File: config.mk
export PLATFORM = sky130hd
export DESIGN_NAME = zircon_avalon_buzzer_seq
export DESIGN_NICKNAME = d
export VERILOG_FILES = /design/src/rtl/zircon_avalon_buzzer_seq.sv
export SDC_FILE = /design/constraint.sdc
export NUM_CORES = 1
export LEC_CHECK = 0
export CAP_MARGIN = 20
export CORE_ASPECT_RATIO = 0.8
export CORE_MARGIN = 8
export CORE_UTILIZATION = 40
export CTS_BUF_LIST = sky130_fd_sc_hd__clkbuf_2
export DETAILED_ROUTE_END_ITERATION = 16
export PLACE_DENSITY = 0.59
export SYNTH_ARGS = -nofsm -noshare
export SYNTH_HDL_FRONTEND = slang
export SYNTH_SLANG_ARGS = --single-unit
File: constraint.sdc
create_clock -name csi_clk -period 12.2 [get_ports csi_clk]
set_clock_uncertainty 0.2 [all_clocks]
set_input_delay 3.66 -clock csi_clk [delete_from_list [all_inputs] [get_ports csi_clk]]
set_output_delay 3.66 -clock csi_clk [all_outputs]
set_load 0.1 [all_outputs]
File: src/rtl/zircon_avalon_buzzer_seq.sv
// zircon_avalon_buzzer_seq
//   Avalon-MM slave that queues buzzer notes and plays them back in order.
//   Each note holds a PWM divide value and a duration in ticks. A note plays
//   for duration*TICK_CYCLES clocks and is followed by a one-tick silent gap.
//
// Ports
//   csi_clk, rsi_reset         clock, asynchronous active-high reset
//   avs_address/write/read     register select and strobes
//   avs_writedata/readdata     32-bit data, read latency 1 (readdata holds)
//   pwm_clock_divide           zero-extended divide of the current note
//   pwm_duty_cycle             divide>>1 (50% duty)
//   pwm_enable                 high while a non-rest note is playing
//   ins_irq                    done & irq_en, registered (BUZZER_SEQ_IRQ_EN only)
//
// Registers
//   0 NOTE   (W)  [19:0] divide, [31:20] duration in ticks
//   1 CTRL   (RW) bit0 run, bit1 flush (self-clearing), bit2 irq_en
//   2 STATUS (R)  bit0 busy, bit1 full, bit2 empty, bit3 overflow, bit4 done,
//                 [11:8] count; write 1 to bit3/bit4 clears it
//   3 reserved, reads 0
//
// Optional feature macro: BUZZER_SEQ_IRQ_EN (adds ins_irq and CTRL.irq_en).

module zircon_avalon_buzzer_seq #(
    parameter int FIFO_DEPTH  = 8,
    parameter int TICK_CYCLES = 50000
) (
    input  logic        csi_clk,
    input  logic        rsi_reset,
    input  logic [1:0]  avs_address,
    input  logic        avs_write,
    input  logic        avs_read,
    input  logic [31:0] avs_writedata,
    output logic [31:0] avs_readdata,
    output logic [31:0] pwm_clock_divide,
    output logic [31:0] pwm_duty_cycle,
    output logic        pwm_enable
`ifdef BUZZER_SEQ_IRQ_EN
    ,
    output logic        ins_irq
`endif
);

    localparam int AW = (FIFO_DEPTH > 1) ? $clog2(FIFO_DEPTH) : 1;
    localparam int CW = $clog2(FIFO_DEPTH + 1);
    localparam int PW = (TICK_CYCLES > 1) ? $clog2(TICK_CYCLES) : 1;

    typedef enum logic [1:0] {S_IDLE, S_LOAD, S_PLAY, S_GAP} state_t;

    state_t         state_q, state_d;
    logic           run_q, run_d;
    logic           ovf_q, ovf_d;
    logic           done_q, done_d;
    logic [AW-1:0]  wr_ptr_q, wr_ptr_d, rd_ptr_q, rd_ptr_d;
    logic [CW-1:0]  count_q, count_d;
    logic [PW-1:0]  presc_q, presc_d;
    logic [11:0]    ticks_q, ticks_d;
    logic [19:0]    div_q, div_d;
    logic [31:0]    rdata_q, rdata_d;
    logic [31:0]    mem_q [FIFO_DEPTH];

    logic           wr_note, wr_ctrl, wr_stat, flush, abort;
    logic           full, empty, push, pop, done_set, ovf_set, tick_end;
    logic           irq_en_cur;
    logic [31:0]    head, cnt_ext, status;

`ifdef BUZZER_SEQ_IRQ_EN
    logic irq_en_q, irq_en_d, irq_q, irq_d;
    assign irq_en_cur = irq_en_q;
    assign ins_irq    = irq_q;
`else
    assign irq_en_cur = 1'b0;
`endif

    assign full    = (count_q == CW'(FIFO_DEPTH));
    assign empty   = (count_q == '0);
    assign head    = mem_q[rd_ptr_q];
    assign cnt_ext = 32'(count_q);
    // At FIFO_DEPTH=16 a full queue wraps the 4-bit count field to 0; full=1 disambiguates.
    assign status  = {20'b0, cnt_ext[3:0], 3'b0, done_q, ovf_q, empty, full, state_q != S_IDLE};
    assign tick_end = (presc_q == PW'(TICK_CYCLES - 1));

    always_comb begin
        wr_note  = avs_write && (avs_address == 2'd0);
        wr_ctrl  = avs_write && (avs_address == 2'd1);
        wr_stat  = avs_write && (avs_address == 2'd2);
        flush    = wr_ctrl && avs_writedata[1];
        run_d    = wr_ctrl ? avs_writedata[0] : run_q;
        // Clearing run (or flushing) takes effect on the very next edge.
        abort    = flush || !run_d;
        pop      = (state_q == S_LOAD) && !abort;
        // Flush beats a same-cycle push; a pop frees the slot even when full.
        push     = wr_note && !flush && (!full || pop);
        ovf_set  = wr_note && !flush && full && !pop;

        wr_ptr_d = wr_ptr_q;
        rd_ptr_d = rd_ptr_q;
        count_d  = count_q;
        if (flush) begin
            wr_ptr_d = '0;
            rd_ptr_d = '0;
            count_d  = '0;
        end else begin
            if (push) wr_ptr_d = wr_ptr_q + AW'(1);
            if (pop)  rd_ptr_d = rd_ptr_q + AW'(1);
            case ({push, pop})
                2'b10:   count_d = count_q + CW'(1);
                2'b01:   count_d = count_q - CW'(1);
                default: count_d = count_q;
            endcase
        end

        state_d  = state_q;
        presc_d  = presc_q;
        ticks_d  = ticks_q;
        div_d    = div_q;
        done_set = 1'b0;
        case (state_q)
            S_IDLE: if (!abort && count_d != '0) state_d = S_LOAD;
            S_LOAD: begin
                if (abort) begin
                    state_d = S_IDLE;
                end else begin
                    div_d = head[19:0];
                    if (head[31:20] == 12'd0) begin
                        // Zero-duration note is skipped without a gap.
                        if (count_d != '0) begin
                            state_d = S_LOAD;
                        end else begin
                            state_d  = S_IDLE;
                            done_set = 1'b1;
                        end
                    end else begin
                        state_d = S_PLAY;
                        presc_d = '0;
                        ticks_d = head[31:20];
                    end
                end
            end
            S_PLAY: begin
                if (abort) begin
                    state_d = S_IDLE;
                end else if (tick_end) begin
                    presc_d = '0;
                    if (ticks_q == 12'd1) state_d = S_GAP;
                    else ticks_d = ticks_q - 12'd1;
                end else begin
                    presc_d = presc_q + PW'(1);
                end
            end
            S_GAP: begin
                if (abort) begin
                    state_d = S_IDLE;
                end else if (tick_end) begin
                    presc_d = '0;
                    if (count_d != '0) begin
                        state_d = S_LOAD;
                    end else begin
                        state_d  = S_IDLE;
                        done_set = 1'b1;
                    end
                end else begin
                    presc_d = presc_q + PW'(1);
                end
            end
            default: state_d = S_IDLE;
        endcase

        // A set in the same cycle as a clear wins so the event is not lost.
        ovf_d  = ovf_set  || (ovf_q  && !(wr_stat && avs_writedata[3]));
        done_d = done_set || (done_q && !(wr_stat && avs_writedata[4]));

        rdata_d = rdata_q;
        if (avs_read) begin
            case (avs_address)
                2'd1:    rdata_d = {29'b0, irq_en_cur, 1'b0, run_q};
                2'd2:    rdata_d = status;
                default: rdata_d = 32'b0;
            endcase
        end
    end

`ifdef BUZZER_SEQ_IRQ_EN
    always_comb begin
        irq_en_d = wr_ctrl ? avs_writedata[2] : irq_en_q;
        irq_d    = done_q & irq_en_q;
    end

    always_ff @(posedge csi_clk or posedge rsi_reset) begin
        if (rsi_reset) begin
            irq_en_q <= 1'b0;
            irq_q    <= 1'b0;
        end else begin
            irq_en_q <= irq_en_d;
            irq_q    <= irq_d;
        end
    end
`endif

    always_ff @(posedge csi_clk or posedge rsi_reset) begin
        if (rsi_reset) begin
            state_q  <= S_IDLE;
            run_q    <= 1'b0;
            ovf_q    <= 1'b0;
            done_q   <= 1'b0;
            wr_ptr_q <= '0;
            rd_ptr_q <= '0;
            count_q  <= '0;
            presc_q  <= '0;
            ticks_q  <= '0;
            div_q    <= '0;
            rdata_q  <= '0;
        end else begin
            state_q  <= state_d;
            run_q    <= run_d;
            ovf_q    <= ovf_d;
            done_q   <= done_d;
            wr_ptr_q <= wr_ptr_d;
            rd_ptr_q <= rd_ptr_d;
            count_q  <= count_d;
            presc_q  <= presc_d;
            ticks_q  <= ticks_d;
            div_q    <= div_d;
            rdata_q  <= rdata_d;
        end
    end

    // Queue storage needs no reset; only entries below count are ever read.
    always_ff @(posedge csi_clk) begin
        if (push) mem_q[wr_ptr_q] <= avs_writedata;
    end

    assign avs_readdata     = rdata_q;
    assign pwm_clock_divide = {12'b0, div_q};
    assign pwm_duty_cycle   = {13'b0, div_q[19:1]};
    // Reset forces state_q to IDLE asynchronously, silencing the buzzer at once.
    assign pwm_enable       = (state_q == S_PLAY) && (div_q != 20'd0);

endmodule
==> summary.txt <==
run results: status complete, no violations, worst hold margin 322 ps, Sum Neg Setup Slack 0 ps, clk slew on worst S/H paths 90 ps, combinational group share of total power 0.373, number of synthesized flops with an enable pin 256, Clk pwr share 0.204, P&R area growth vs syn 13.6%, VDD IR-drop max 0.000198 V, synth unique cells 60, Top Metal Used met4, total gr overflow 0, CTS Sinks 328, Complex Gates by Area 0.0560, setup violators final 0, Via Count 7854, Crit path required time 12450 ps, Mapped Area 0.0140 mm2, Max FO, Critical Path 50, Mapped Cells 895, Post-synth top cells edfxtp_1 (256), dfrtp_1 (72), buf_4 (69), logic area 0.00397 mm2, most crowded layer after global routing met2, most numerous cell in the Yosys netlist edfxtp_1, I/O Buffers 86, share of layout cells above drive strength 1 0.223, maximum root-to-sink buffer count 3, Placed Area 0.0151 mm2, fmax 135 MHz, ys flops 328, Die Height 183 um, met1 Usage GRT 0.203, Antenna Nets Post-Route 0, and+or+nand+nor area frac 0.0703, sequential power share 0.423, Num CTS Buffers 82, setup bufs post-CTS 0, Resized cells post-CTS 0, dpl hpwl 18.1 mm, Dominant comb cell multiplexers, Synth mux share 0.128, htree depth 3, critical path endpoint category flop, Tmin final 7410 ps, CP Data Arrival Time 7660 ps, # Taps 472, GRT Util Overall 0.144, CP max stage delay 830 ps, DR WL/cell 18.9 um, Mean Syn Cell Area 15.6 um2, fin util 0.459
## logic make-up (layout without fill, tap and decap cells)
kind of cell / Yosys count / in the layout
AND/OR/NAND/NOR: 198 / 198
XOR/XNOR: 8 / 8
other: 1 / 50
flip-flops: 328 / 328
adder cells (fa/ha/maj): 9 / 9
buffers and inverters: 125 / 270
AND-OR/OR-AND: 121 / 121
multiplexers: 105 / 105
## per-stage QoR
stage,worst slack [ps],cells
2_1_floorplan,3420,942
3_3_place_gp,4020,1405
3_5_place_dp,3870,1406
4_1_cts,4770,1556
5_1_grt,4390,1561
6_report,4790,1561
## registers in the layout (all words and copies together) (netlist names), 2 cells and up
| signal | count |
|---|---|
| count_q | 4 |
| ticks_q | 12 |
| wr_ptr_q | 3 |
| state_q | 2 |
| presc_q | 16 |
| rd_ptr_q | 3 |
| avs_readdata | 9 |
| div_q | 20 |
| mem_q | 256 |
## power groups by stage
stage | registers (uW) | logic [uW] | clock network (uW)
6_report | 1480 | 1300 | 712
3_3_place_gp | 1500 | 1300 | 0
2_1_floorplan | 1700 | 861 | 0
5_1_grt | 1510 | 1380 | 797
4_1_cts | 1480 | 1310 | 744
3_5_place_dp | 1510 | 1310 | 0
## worst paths after layout
check | slack, ps | end | start | cells after the start
setup / recovery | 4790 | mem_q[1][27] | avs_address[1] | 10
hold / removal | 320 | avs_readdata[10] | avs_readdata[10] | 2
setup reg to reg | 7940 | mem_q[1][27] | state_q[0] | 7
hold reg to reg | 320 | avs_readdata[10] | avs_readdata[10] | 2
max in group asynchronous | 8240 | div_q[8] | rsi_reset | 4
min in group asynchronous | 2910 | avs_readdata[0] | rsi_reset | 3
## tightest hold or removal path: cells and delay by family, from the launching register on
family	cells	cell delay [ps]
flip-flops	1	380
buffers and inverters	1	50
AND-OR/OR-AND	1	60
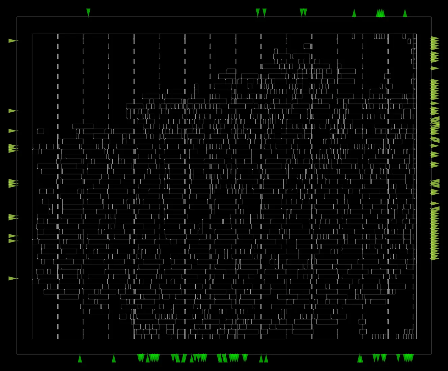
(cell outlines without signal wires)
Fill cells: 3113
flop share of the area: 0.597

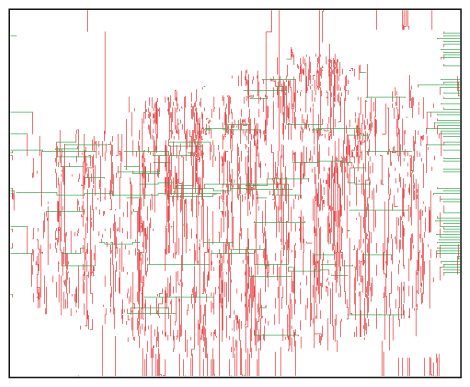
(metal layers overlaid)
(2 px per um) Two of the layers only.
Key: red = metal 2 [wire length 13100 um]; green = metal 3 [wire length 1910 um]

Power and IR drop assume default switching activity.
